### src/rtl/hazard_pkg.sv
`default_nettype none
// +----------------------------------------------------------------------+
// | hazard_pkg                                                           |
// | Shared 2-bit saturating counter encoding and update function.        |
// | Revision: 1.0                                                        |
// +----------------------------------------------------------------------+
package hazard_pkg;

   typedef logic [1:0] cnt_t;

   localparam cnt_t CNT_SNT = 2'b00;
   localparam cnt_t CNT_WNT = 2'b01;
   localparam cnt_t CNT_WT  = 2'b10;
   localparam cnt_t CNT_ST  = 2'b11;

   function automatic cnt_t cnt_next(input cnt_t cnt, input logic taken);
      cnt_t nxt;
      if (taken) begin
         nxt = (cnt == CNT_ST) ? CNT_ST : cnt + 2'd1;
      end else begin
         nxt = (cnt == CNT_SNT) ? CNT_SNT : cnt - 2'd1;
      end
      return nxt;
   endfunction

endpackage
`default_nettype wire

### src/rtl/bht_table.sv
`default_nettype none
// +----------------------------------------------------------------------+
// | bht_table                                                            |
// | Bimodal counter array: async read, sync train, sync reset to WNT.    |
// | Revision: 1.0                                                        |
// +----------------------------------------------------------------------+
module bht_table
   import hazard_pkg::*;
#(
   parameter int DEPTH = 16,
   parameter int IDX_W = $clog2(DEPTH)
) (
   input  logic             clk,
   input  logic             reset,
   input  logic [IDX_W-1:0] i_rd_idx,
   output cnt_t             o_rd_cnt,
   input  logic             i_wr_en,
   input  logic [IDX_W-1:0] i_wr_idx,
   input  logic             i_wr_taken
);

   cnt_t r_cnt [DEPTH];

   // Read returns the stored value; a same-cycle write is seen next cycle.
   assign o_rd_cnt = r_cnt[i_rd_idx];

   always_ff @(posedge clk) begin
      if (reset) begin
         for (int i = 0; i < DEPTH; i++) begin
            r_cnt[i] <= CNT_WNT;
         end
      end else if (i_wr_en) begin
         r_cnt[i_wr_idx] <= cnt_next(r_cnt[i_wr_idx], i_wr_taken);
      end
   end

endmodule
`default_nettype wire

### src/rtl/branch_hazard_unit.sv
`default_nettype none
// +----------------------------------------------------------------------+
// | branch_hazard_unit                                                   |
// | Branch prediction plus mispredict flush control for the MIPS core.   |
// | Optional macro: BRANCH_STATS_EN adds branch/mispredict counters.     |
// | Revision: 1.0                                                        |
// +----------------------------------------------------------------------+
module branch_hazard_unit
   import hazard_pkg::*;
#(
   parameter int PC_WIDTH     = 32,
   parameter int BHT_DEPTH    = 16,
   parameter int NUM_FLUSH    = 3,
   parameter int PREDICT_MODE = 1
) (
   input  logic                 clk,
   input  logic                 reset,
   input  logic                 if_valid,
   input  logic [PC_WIDTH-1:0]  if_pc,
   output logic                 pred_taken,
   input  logic                 res_valid,
   input  logic [PC_WIDTH-1:0]  res_pc,
   input  logic                 res_taken,
   input  logic                 res_pred_taken,
   output logic                 mispredict,
   output logic                 redirect_taken,
`ifdef BRANCH_STATS_EN
   output logic [31:0]          stat_branches,
   output logic [31:0]          stat_mispredicts,
`endif
   output logic [NUM_FLUSH-1:0] flush
);

   localparam int IDX_W = $clog2(BHT_DEPTH);

   logic [IDX_W-1:0] w_if_idx;
   logic [IDX_W-1:0] w_res_idx;
   cnt_t             w_pred_cnt;
   logic             w_mispredict;
   logic             w_unused;

   // Word-aligned PCs: drop the byte offset, ignore bits above the index.
   assign w_if_idx  = if_pc[IDX_W+1:2];
   assign w_res_idx = res_pc[IDX_W+1:2];

   generate
      if (PREDICT_MODE == 1) begin : g_bimodal
         bht_table #(
            .DEPTH (BHT_DEPTH),
            .IDX_W (IDX_W)
         ) u_bht (
            .clk        (clk),
            .reset      (reset),
            .i_rd_idx   (w_if_idx),
            .o_rd_cnt   (w_pred_cnt),
            .i_wr_en    (res_valid),
            .i_wr_idx   (w_res_idx),
            .i_wr_taken (res_taken)
         );
      end else begin : g_static
         assign w_pred_cnt = CNT_SNT;
      end
   endgenerate

   assign pred_taken     = if_valid & w_pred_cnt[1];
   assign w_mispredict   = res_valid & (res_taken != res_pred_taken);
   assign mispredict     = w_mispredict;
   assign redirect_taken = res_taken & w_mispredict;
   assign flush          = {NUM_FLUSH{w_mispredict}};

`ifdef BRANCH_STATS_EN
   logic [31:0] r_stat_branches;
   logic [31:0] r_stat_mispredicts;

   always_ff @(posedge clk) begin
      if (reset) begin
         r_stat_branches    <= 32'd0;
         r_stat_mispredicts <= 32'd0;
      end else begin
         if (res_valid && (r_stat_branches != 32'hFFFF_FFFF)) begin
            r_stat_branches <= r_stat_branches + 32'd1;
         end
         if (w_mispredict && (r_stat_mispredicts != 32'hFFFF_FFFF)) begin
            r_stat_mispredicts <= r_stat_mispredicts + 32'd1;
         end
      end
   end

   assign stat_branches    = r_stat_branches;
   assign stat_mispredicts = r_stat_mispredicts;
`endif

   // Bits that are intentionally not consumed in some configurations.
   assign w_unused = ^{if_pc, res_pc, w_pred_cnt[0], clk, reset};

endmodule
`default_nettype wire

### config.mk
export PLATFORM = sky130hd
export DESIGN_NAME = branch_hazard_unit
export DESIGN_NICKNAME = d
export VERILOG_FILES = /design/src/rtl/hazard_pkg.sv /design/src/rtl/bht_table.sv /design/src/rtl/branch_hazard_unit.sv
export SDC_FILE = /design/constraint.sdc
export NUM_CORES = 1
export LEC_CHECK = 0
export CAP_MARGIN = 5
export CORE_ASPECT_RATIO = 1.2
export CORE_MARGIN = 10
export CORE_UTILIZATION = 43
export DETAILED_ROUTE_END_ITERATION = 7
export HOLD_SLACK_MARGIN = 0.12
export PLACE_DENSITY = 0.86
export SYNTH_ARGS = -nofsm -noshare
export SYNTH_HDL_FRONTEND = slang
export SYNTH_SLANG_ARGS = --single-unit
### constraint.sdc
create_clock -name clk -period 2.85 [get_ports clk]
set_input_delay 0.285 -clock clk [delete_from_list [all_inputs] [get_ports clk]]
set_output_delay 0.285 -clock clk [all_outputs]
set_load 0.02 [all_outputs]
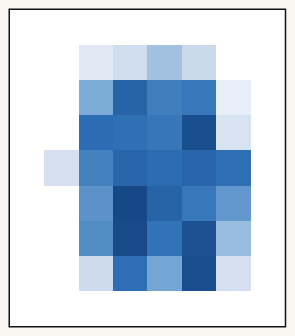
*Cell area per tile, run 1*
8 x 9 tiles, from white (low) to dark blue (high), 0 to 100% covered.
mean over tiles: 29%
tiles over 75% full: 15%
densest ninth of the die: centre
fullest tile: 91%
nearly empty tiles: 51%
Placeable Area: 4260 sq um
FP Core Util: 0.448
Layout Utilization: 0.522

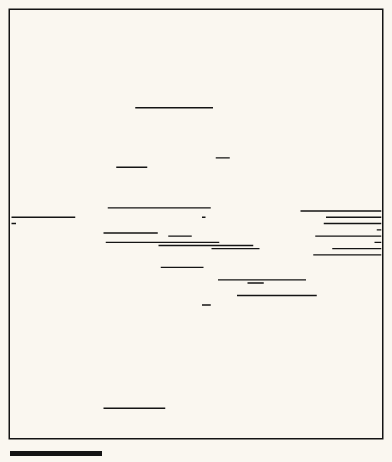
*Met3 routing, run 1*
Scale bar: 20 microns.
wire length on this layer: 278 microns
nets with wire on the layer: 21
vias post-DR: 1276
total routed wirelength: 3820 microns
GRT met3 Usage: 0.0297

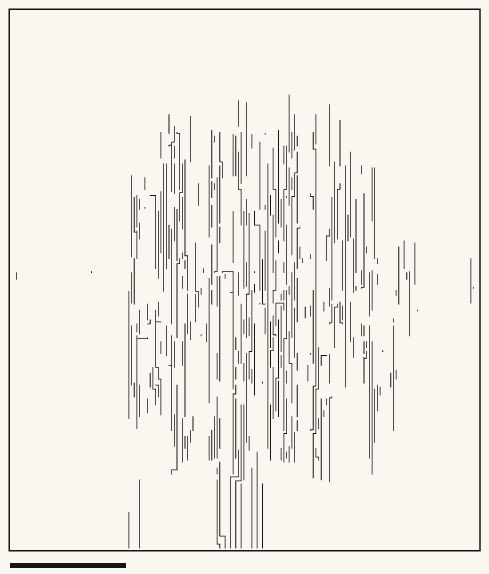
*Signal wires on met2, run 1*
Scale bar: 20 microns.
wire length on this layer: 2020 microns
main direction: vertical
share of all routed wire: 53%
longest straight run: 49.0 microns

==> Slide: Implementation Results, run 1 <==
Synthesis and Place & Route Summary

Run status
  • Status: complete, no violations

Route
  • TritonRoute pass-1 iters: 4
  • Post-DRT Antenna Nets: 0
  • Residual DRC: 0

Setup path
  • Critical path arrival: 2340 ps
  • Slowest stage delay, CP: 540 ps
  • Worst Path Max Fanout: 4
  • Most frequent cell on the critical path: mux4_2
  • CP Class: in -> out

Layout
  • Max reg flops: 32
  • Final nets: 246
  • Share of post-route cells with drive strength above 1: 0.270
  • Inserted Diodes: 0
  • Commonest Layout Cell: edfxtp_1
  • Post-route cell area: 2220 sq um

Yosys
  • Syn nets: 223
  • Register area share after synthesis: 0.504
  • Simple-Gate Area Share: 0.256
  • Multiplexer share of the synthesized area: 0.161
  • Cell Area, Synth: 1910 sq um
  • YS chip area: 1910 sq um
  • Avg Cell Area, Syn: 12.5 sq um
  • Synth Warn #: 0

Place
  • GPL Wtd Cong: 0.814
  • I/O Buffers: 19
  • Area post-placement: 2160 sq um

Die
  • Die width: 80.8 microns
  • Full die area: 7510 sq um

Job
  • Max Cap Viol: 0

Timing
  • Worst Tran Pin Value: 680 ps
  • # setup viols final: 0
  • Worst Skew: 6.60 ps
  • Hold Violations, Final: 0
  • Slew Viols, Final: 0

Clock network
  • CTS Buffer Depth: 2
  • CTS hold repair buffers: 0
  • CTS H-tree depth: 2

Global route
  • First-pass GRT wire length: 6170 microns
run 1: worst max-delay path: cells and delay by family:
family	cells	cell delay, ps
buffers and inverters	2	880
multiplexers	2	1010
AND/OR/NAND/NOR	1	170
run 1: worst paths after layout:
| path | to | from | slack [ps] | cells after the start |
|---|---|---|---|---|
| max | pred_taken | if_pc[2] | 220 | 5 |
| min | g_bimodal.u_bht.r_cnt[8][0] | res_valid | 880 | 4 |
| max reg2reg | g_bimodal.u_bht.r_cnt[11][1] | g_bimodal.u_bht.r_cnt[1][1] | 760 | 5 |
| min reg2reg | g_bimodal.u_bht.r_cnt[11][0] | g_bimodal.u_bht.r_cnt[4][0] | 1250 | 5 |
run 1: final cells by class:
cell class / count / area, sq um
Clock buffer: 5 / 68.8
Fill cell: 363 / 2040
Inverter: 1 / 3.75
Multi-Input combinational cell: 107 / 857
Sequential cell: 32 / 961
Tap cell: 56 / 70.1
Timing Repair Buffer: 29 / 264
run 1: logic make-up after synthesis:
| family | count (synthesis) |
|---|---|
| flip-flops | 32 |
| AND/OR/NAND/NOR | 88 |
| buffers and inverters | 14 |
| AND-OR/OR-AND | 3 |
| adder cells (fa/ha/maj) | 2 |
| XOR/XNOR | 1 |
| multiplexers | 13 |
run 1: layer usage:
layer,part of all wire,vias to the layer above,GRT usage,routed length (microns)
met3,0.073,6,0.0297,278
met5,0,-,0,0
met1,0.38,620,0.121,1440
met4,0.021,0,0.0578,81
met2,0.53,40,0.179,2020
li1,-,610,-,-
run 1: Yosys cell counts:
cell type / instances / share of area
nor2_1: 6 / 0.012
and2_1: 3 / 0.0098
nand4_1: 3 / 0.0098
and3_4: 1 / 0.0059
a22oi_1: 1 / 0.0039
nand2b_1: 13 / 0.043
mux4_1: 4 / 0.055
nor3b_2: 1 / 0.0066
maj3_4: 2 / 0.014
and3_1: 2 / 0.0066
and4_4: 1 / 0.0059
or2_2: 4 / 0.013
buf_4: 3 / 0.012
clkbuf_1: 4 / 0.0079
nor2b_1: 3 / 0.0098
inv_1: 1 / 0.0020
xor2_1: 1 / 0.0046
nor3_1: 5 / 0.013
a31o_2: 2 / 0.0092
nand2_1: 21 / 0.041
nor2_4: 1 / 0.0059
buf_2: 3 / 0.0079
mux4_2: 9 / 0.11
nor4_2: 1 / 0.0066
nand3_1: 13 / 0.034
nor2_2: 10 / 0.033
buf_6: 3 / 0.018
edfxtp_1: 32 / 0.50
run 1: power by group:
group,internal (mW),switching [mW],total (mW)
registers,0.531,0.00657,0.538
logic,0.0843,0.0938,0.178
clock network,0.157,0.140,0.297
run 1: stage by stage:
stage	setup TNS (ps)	setup slack, ps	hold slack, ps	cells
2_1_floorplan	0	933	505	153
3_3_place_gp	-32.8	-32.8	1160	225
3_5_place_dp	-75.1	-75.1	1170	225
4_1_cts	0	190	878	230
5_1_grt	0	130	930	230
6_report	0	220	879	230
## Run 2: what changed since run 1
--- a/config.mk
+++ b/config.mk
@@ -11,7 +11,8 @@
 export CORE_UTILIZATION = 43
 export DETAILED_ROUTE_END_ITERATION = 7
 export HOLD_SLACK_MARGIN = 0.12
-export PLACE_DENSITY = 0.86
+export PLACE_DENSITY = 0.84
 export SYNTH_ARGS = -nofsm -noshare
 export SYNTH_HDL_FRONTEND = slang
+export SYNTH_HIERARCHICAL = 1
 export SYNTH_SLANG_ARGS = --single-unit
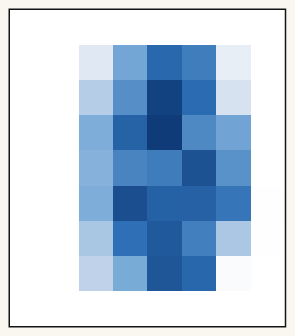
*Cell area per tile, run 2*
8 x 9 tiles, from white (low) to dark blue (high), 0 to 100% covered.
fullest tile: 95%
tiles over 75% full: 17%
nearly empty tiles: 51%
emptiest ninth of the die: upper left
mean over tiles: 29%
densest ninth of the die: centre

==> Slide: Implementation Results, run 2 <==
Synthesis and Place & Route Summary

Die
  • Full die area: 7520 sq um
  • FP Core Util: 0.445

Pwr
  • Sw Share: 0.243
  • Share of power burned in registers: 0.519
  • Internal power: 784 uW

Clock network
  • CTS Buffer Depth: 2
  • CTS hold repair buffers: 0
  • CTS H-tree depth: 2

Route
  • Total routed wirelength: 4120 microns
  • Vias post-DR: 1295

Timing
  • # setup viols final: 0
  • Hold Violations, Final: 0
  • Slew Viols, Final: 0

Layout
  • Fillers: 374
  • Commonest Layout Cell: edfxtp_1
  • Share of post-route cells with drive strength above 1: 0.260
  • Non-filler cells, final: 233
  • Inserted Diodes: 0

Setup path
  • Worst Path Max Fanout: 4
  • Most frequent cell on the critical path: mux4_2
  • Critical path arrival: 2350 ps

Run status
  • Status: complete, no violations

Yosys
  • Syn nets: 224
  • Avg Cell Area, Syn: 12.4 sq um

Place
  • Placed cells: 225
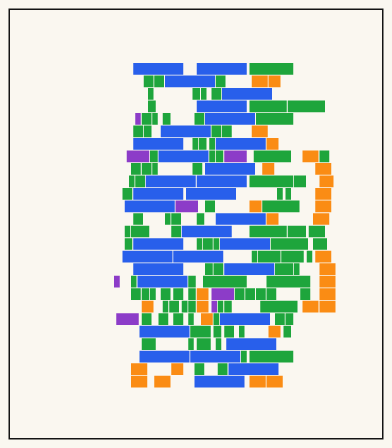
*Placement by cell class, run 2*
legend:
  remaining buffers and delay cells:
    colour: orange
    cells: 30
    share_of_their_area: 13%
  remaining logic cells:
    colour: green
    cells: 107
    share_of_their_area: 39%
  registers:
    colour: blue
    cells: 32
    share_of_their_area: 44%
  clock drivers and dummy loads:
    colour: purple
    cells: 8
    share_of_their_area: 3.7%
post-route cell area: 2240 sq um
Layout Utilization: 0.521
Core Rows: 26
sequential share of cell area: 0.429
Placeable Area: 4290 sq um

==> run 2: what timing repair did <==
item | in CTS | in global routing
endpoints found under the hold margin | 0 | 0
setup endpoints to repair | 1 | 0
gates resized | 1 | 0
==> run 2: worst paths after layout <==
kind                                                   from                           end  cells past startpoint  slack [ps]
worst max-delay path                               if_pc[2]                    pred_taken                      6         210
worst min-delay path                              res_pc[4]  g_bimodal.u_bht/r_cnt[12][0]                      2         850
worst max register to register  g_bimodal.u_bht/r_cnt[1][1]  g_bimodal.u_bht/r_cnt[13][0]                      5         790
worst min register to register  g_bimodal.u_bht/r_cnt[6][0]  g_bimodal.u_bht/r_cnt[14][0]                      5        1310
==> run 2: metrics by stage <==
stage          cell area, sq um  setup slack, ps  power [mW]
5_1_grt                    2240              134        1.08
4_1_cts                    2240              197        1.04
3_5_place_dp               2160            -24.4       0.727
2_1_floorplan              1910              861       0.670
6_report                   2240              211        1.04
3_3_place_gp               2160             14.3       0.721
==> run 2: routing by layer <==
metal / wire, microns / part of all wire / track usage
met5: 0 / 0 / 0
met4: 86 / 0.021 / 0.0520
met3: 278 / 0.067 / 0.0297
met2: 2280 / 0.55 / 0.209
met1: 1480 / 0.36 / 0.124
==> run 2: power by group through the flow <==
stage | clock network [mW] | registers, mW | logic [mW]
after detailed placement | 0 | 0.547 | 0.180
after global placement | 0 | 0.546 | 0.175
final | 0.319 | 0.538 | 0.180
after floorplan | 0 | 0.544 | 0.127
after CTS | 0.325 | 0.537 | 0.180
after global routing | 0.350 | 0.538 | 0.193
==> run 2: critical path, delay by kind of cell <==
kind,cells,cell delay (ps)
buffers and inverters,3,910
multiplexers,2,1000
AND/OR/NAND/NOR,1,150
==> run 2: area by class of cell <==
cell class | count | area (sq um) | share of cell area
inverters | 1 | 3.75 | 0.00168
flip-flops and latches | 32 | 961 | 0.429
multi-input cells | 106 | 852 | 0.381
well taps | 56 | 70.1 | 0.0313
clock inverters | 1 | 3.75 | 0.00168
clock buffers | 7 | 76.3 | 0.0341
repair buffers | 30 | 272 | 0.121
Power and IR drop assume default switching activity.
